===== src/rtl/dmem_arbiter.sv =====
// Two-port arbiter for the single-ported data memory.
// Port 0 is the pipeline MEM stage, port 1 the interrupt/context-save engine.
// Wide (2*DATA_W) requests run as two back-to-back word accesses, high word first.
//
// state | meaning
// IDLE  | no access in flight; arbitrate and latch the winner's request
// WORD0 | first (or only) memory access at the latched address
// WORD1 | second access of a wide request at latched address + 1
module dmem_arbiter #(
  parameter int ADDR_W = 16,
  parameter int DATA_W = 16
) (
  input  logic                clk,
  input  logic                rst_n,
  input  logic                req0,
  input  logic                req1,
  input  logic                we0,
  input  logic                we1,
  input  logic                wide0,
  input  logic                wide1,
  input  logic [ADDR_W-1:0]   addr0,
  input  logic [ADDR_W-1:0]   addr1,
  input  logic [2*DATA_W-1:0] wdata0,
  input  logic [2*DATA_W-1:0] wdata1,
  output logic                done0,
  output logic                done1,
  output logic [2*DATA_W-1:0] rdata,
  output logic                busy,
  output logic                mem_read,
  output logic                mem_write,
  output logic [ADDR_W-1:0]   mem_addr,
  output logic [DATA_W-1:0]   mem_wdata,
  input  logic [DATA_W-1:0]   mem_rdata
);

  typedef enum logic [1:0] {
    IDLE  = 2'd0,
    WORD0 = 2'd1,
    WORD1 = 2'd2
  } state_t;

  state_t              state_q, state_d;
  logic                last_gnt_q, last_gnt_d;
  logic                gnt_q, gnt_d;
  logic                we_q, we_d;
  logic                wide_q, wide_d;
  logic [ADDR_W-1:0]   addr_q, addr_d;
  logic [2*DATA_W-1:0] wdata_q, wdata_d;
  logic [DATA_W-1:0]   hi_q, hi_d;
  logic                win;
  logic                fin;

  // Winner of a request in IDLE: a tie goes to the port not granted last time.
  always_comb begin
    win = (req0 && req1) ? ~last_gnt_q : req1;
  end

  // State register and latched request fields; last_gnt resets to 1 so port 0 wins the first tie.
  always_ff @(posedge clk or negedge rst_n) begin
    if (!rst_n) begin
      state_q    <= IDLE;
      last_gnt_q <= 1'b1;
      gnt_q      <= 1'b0;
      we_q       <= 1'b0;
      wide_q     <= 1'b0;
      addr_q     <= '0;
      wdata_q    <= '0;
      hi_q       <= '0;
    end else begin
      state_q    <= state_d;
      last_gnt_q <= last_gnt_d;
      gnt_q      <= gnt_d;
      we_q       <= we_d;
      wide_q     <= wide_d;
      addr_q     <= addr_d;
      wdata_q    <= wdata_d;
      hi_q       <= hi_d;
    end
  end

  // Next-state logic: grant in IDLE, sequence one or two words, always return to IDLE after done.
  always_comb begin
    state_d    = state_q;
    last_gnt_d = last_gnt_q;
    gnt_d      = gnt_q;
    we_d       = we_q;
    wide_d     = wide_q;
    addr_d     = addr_q;
    wdata_d    = wdata_q;
    hi_d       = hi_q;
    case (state_q)
      IDLE: begin
        if (req0 || req1) begin
          state_d    = WORD0;
          gnt_d      = win;
          last_gnt_d = win;
          we_d       = win ? we1 : we0;
          wide_d     = win ? wide1 : wide0;
          addr_d     = win ? addr1 : addr0;
          wdata_d    = win ? wdata1 : wdata0;
        end
      end
      WORD0: begin
        if (wide_q) begin
          state_d = WORD1;
          if (!we_q) hi_d = mem_rdata;
        end else begin
          state_d = IDLE;
        end
      end
      WORD1: state_d = IDLE;
      default: state_d = IDLE;
    endcase
  end

  // Outputs depend only on registered state (plus mem_rdata for the read result), never on req.
  always_comb begin
    done0     = 1'b0;
    done1     = 1'b0;
    rdata     = '0;
    mem_read  = 1'b0;
    mem_write = 1'b0;
    mem_addr  = '0;
    mem_wdata = '0;
    fin       = 1'b0;
    busy      = (state_q != IDLE);
    case (state_q)
      WORD0: begin
        mem_addr  = addr_q;
        mem_wdata = wide_q ? wdata_q[2*DATA_W-1:DATA_W] : wdata_q[DATA_W-1:0];
        mem_read  = ~we_q;
        mem_write = we_q;
        fin       = ~wide_q;
      end
      WORD1: begin
        mem_addr  = addr_q + ADDR_W'(1);
        mem_wdata = wdata_q[DATA_W-1:0];
        mem_read  = ~we_q;
        mem_write = we_q;
        fin       = 1'b1;
      end
      default: ;
    endcase
    if (fin) begin
      done0 = ~gnt_q;
      done1 = gnt_q;
      if (!we_q) rdata = wide_q ? {hi_q, mem_rdata} : {{DATA_W{1'b0}}, mem_rdata};
    end
  end

endmodule


===== config.mk =====
export PLATFORM = sky130hd
export DESIGN_NAME = dmem_arbiter
export DESIGN_NICKNAME = d
export VERILOG_FILES = /design/src/rtl/dmem_arbiter.sv
export SDC_FILE = /design/constraint.sdc
export NUM_CORES = 1
export LEC_CHECK = 0
export CAP_MARGIN = 20
export CORE_MARGIN = 2
export CORE_UTILIZATION = 38
export CTS_CLUSTER_SIZE = 12
export DETAILED_ROUTE_END_ITERATION = 8
export GPL_TIMING_DRIVEN = 0
export PLACE_DENSITY_LB_ADDON = 0.08
export SYNTH_ARGS = -nofsm -noshare
export SYNTH_HDL_FRONTEND = slang
export SYNTH_SLANG_ARGS = --single-unit
export TNS_END_PERCENT = 1

===== constraint.sdc =====
create_clock -name clk -period 1.8 [get_ports clk]
set_clock_uncertainty 0.1 [all_clocks]
set_input_delay 0.27 -clock clk [delete_from_list [all_inputs] [get_ports clk]]
set_output_delay 0.27 -clock clk [all_outputs]
set_load 0.03 [all_outputs]

Fig. 1: the metal 3 layer
(2 px per µm)
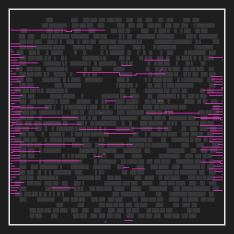
main direction: horizontal
share of all routed wire: 7.3%
wire length on this layer: 890 µm
longest straight run: 36.1 µm
nets with wire on the layer: 111
Total Wirelength: 12.2 mm
met3 usage: 6.50%
via count: 3,961

Fig. 2: sizing map
(3 px per µm)
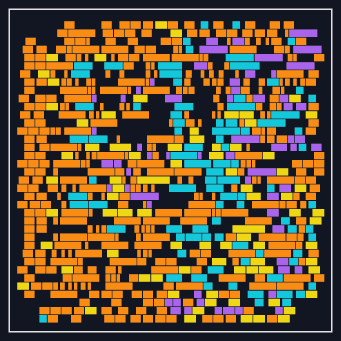
legend:
  x6 and larger:
    color: yellow
    cells: 79
    most_used: buf_6
  x2:
    color: purple
    cells: 61
    most_used: and2_2
  x3 and x4:
    color: cyan
    cells: 87
    most_used: buf_4
  x1 and smaller:
    color: orange
    cells: 409
    most_used: clkdlybuf4s50_1
PnR worst setup slack: -673 ps
area growth from synthesis to layout: 75.2%
number of non-clock buffers: 233
fin area: 7070 µm²

Fig. 3: cell outlines without signal wires
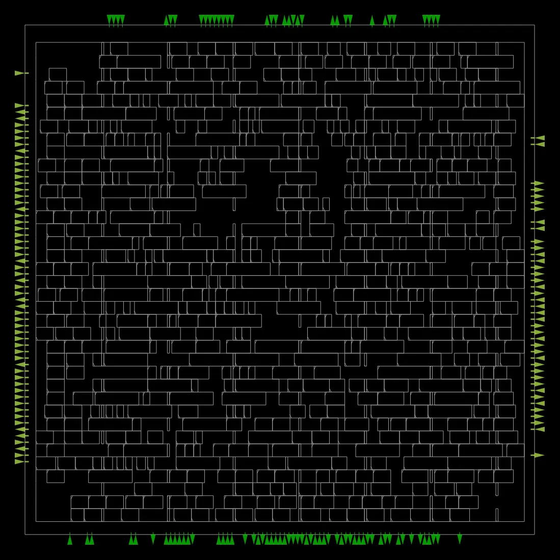
Tapcell Cnt: 136
FP Rows: 37
area of the core: 10,300 µm²
FFs & Latches: 70

==> run summary <==
yosys + openroad results -> drt first-iter violations 181, Reg2Reg Capture Point hi_q[9], Power, Total 11.6 mW, grt total ovfl 0, Synth Area in Simple Gates 17.0%, Slew @ Worst Pin 894 ps, DRC viols 0, R2R Setup Slk -210 ps, Critical Path Start Type flip-flop, vias in the first global route 3,946, worst reg2reg startpoint state_q[1], XORs/XNORs by Area 0.217%, slew margin rel. 40.4%, FF-to-FF path depth 7, nets 755, mux share 18.6%, WHS Endpoint wdata_q[13], Compound-Gate Fraction of Synth Area 15.5%, commonest register cell after synthesis dfrtp_1, Worst-path clk slew 80 ps, Hold Path Origin wdata_q[13], I/O pin count 189, YS chip area 4030 µm², Max VDD drop 0.887 mV, final setup violation count 85, Late-Pin Clk Latency 340 ps, PnR worst setup slack -673 ps, #FFs+latches synth 70, Horiz. Die Dim 107 µm, global-route total usage across every layer 21.6%, Hold Crit Class reg -> reg, drt wl/cell 15.8 µm, Post-Syn Area 4030 µm², failing checks setup timing, status complete, but fails checks, fraction of registers with async set or reset after synthesis 100%, fin crit share 137%, H-tree depth 3, Post-synth EDFFs 0
sequential cells by signal, summed over array words and instances (netlist names):
name / flops
gnt_q: 1
state_q: 2
addr_q: 16
last_gnt_q: 1
wide_q: 1
we_q: 1
hi_q: 16
wdata_q: 32
metal layers:
metal	GRT usage [%]	up-vias	part of all wire (%)
li1	-	1932	-
met1	26.1	1879	41
met2	37.0	133	50
met3	6.50	17	7.3
met4	6.12	0	1.6
met5	0	-	0
metrics by stage:
step	util, %	worst slack [ps]	cells
after floorplan	-	-150	417
after global placement	63.5	-2320	741
after detailed placement	63.4	-1010	741
after CTS	68.3	-678	771
after global routing	68.5	-764	772
final	68.5	-673	772
cells in the mapped netlist (3+ instances only):
| cell type | instances |
|---|---|
| dfrtp_1 | 69 |
| nand2_1 | 61 |
| o21ai_0 | 59 |
| mux2i_1 | 52 |
| and2_1 | 34 |
| clkbuf_1 | 20 |
| a22o_1 | 17 |
| mux2_4 | 10 |
| nand3_1 | 10 |
| buf_2 | 8 |
| mux2_2 | 7 |
| nor2_1 | 7 |
| a21oi_1 | 6 |
| nand4_1 | 6 |
| a311oi_1 | 4 |
| a31oi_1 | 4 |
| ha_1 | 4 |
| inv_1 | 4 |
| and4_1 | 3 |
| nor3_1 | 3 |
worst max-delay path by stage:
stage / startpoint / endpoint / cells past startpoint
after floorplan: addr_q[0] / mem_addr[13] / 5
after global placement: rst_n / addr_q[3] / 1
after detailed placement: state_q[0] / mem_wdata[12] / 7
after CTS: state_q[1] / rdata[26] / 8
after global routing: state_q[1] / rdata[29] / 8
final: state_q[1] / mem_addr[14] / 6
report_power, final:
group	switching (mW)	total (mW)	leakage [nW]	internal, mW
Combinational	3.88	7.10	2.14	3.22
Sequential	0.665	3.06	0.840	2.39
Clock	0.636	1.43	0.107	0.791
cell usage in the layout, fill, tap and decap left out, types with 6 or more instances in the layout:
| cell type | Yosys | layout |
|---|---|---|
| dfrtp_1 | 69 | 62 |
| and2_4 | 0 | 14 |
| dfrtp_2 | 0 | 7 |
| clkbuf_4 | 0 | 7 |
| clkbuf_2 | 0 | 7 |
| mux2i_1 | 52 | 51 |
| a22o_4 | 0 | 10 |
| and2_2 | 0 | 11 |
| a22o_1 | 17 | 7 |
| buf_4 | 0 | 18 |
| clkbuf_8 | 0 | 16 |
| mux2_4 | 10 | 10 |
| nand2_1 | 61 | 60 |
| clkdlybuf4s50_1 | 0 | 118 |
| and2_1 | 34 | 9 |
| buf_6 | 2 | 57 |
| nand4_1 | 6 | 6 |
| mux2_2 | 7 | 7 |
| o21ai_0 | 59 | 55 |
| nand3_1 | 10 | 7 |
repair_timing:
item / 4_1_cts / 5_1_grt
hold buffers: 1 / 0
gates cloned: 2 / 0
pin swaps: 8 / 1
setup buffers: 12 / 1
setup endpoints to repair: 135 / 133
hold endpoints to repair: 69 / 0
gates resized: 428 / 73
layout make-up:
class	count	area, µm²
sequential	70	1760
timing repair buffer	204	2060
inverter	6	35.0
fill	804	3260
clock buffer	10	128
multi-input combinational	311	2580
tap	136	170
buffer	29	233
clock inverter	6	93.8
worst max-delay path, cell delays in order (launching register included):
cell	delay, ps
dfrtp_1	400
inv_2	80
ha_4	340
nand2_4	130
or4_4	550
nand3_4	100
buf_4	160
Power is estimated from default activity; no workload was simulated.
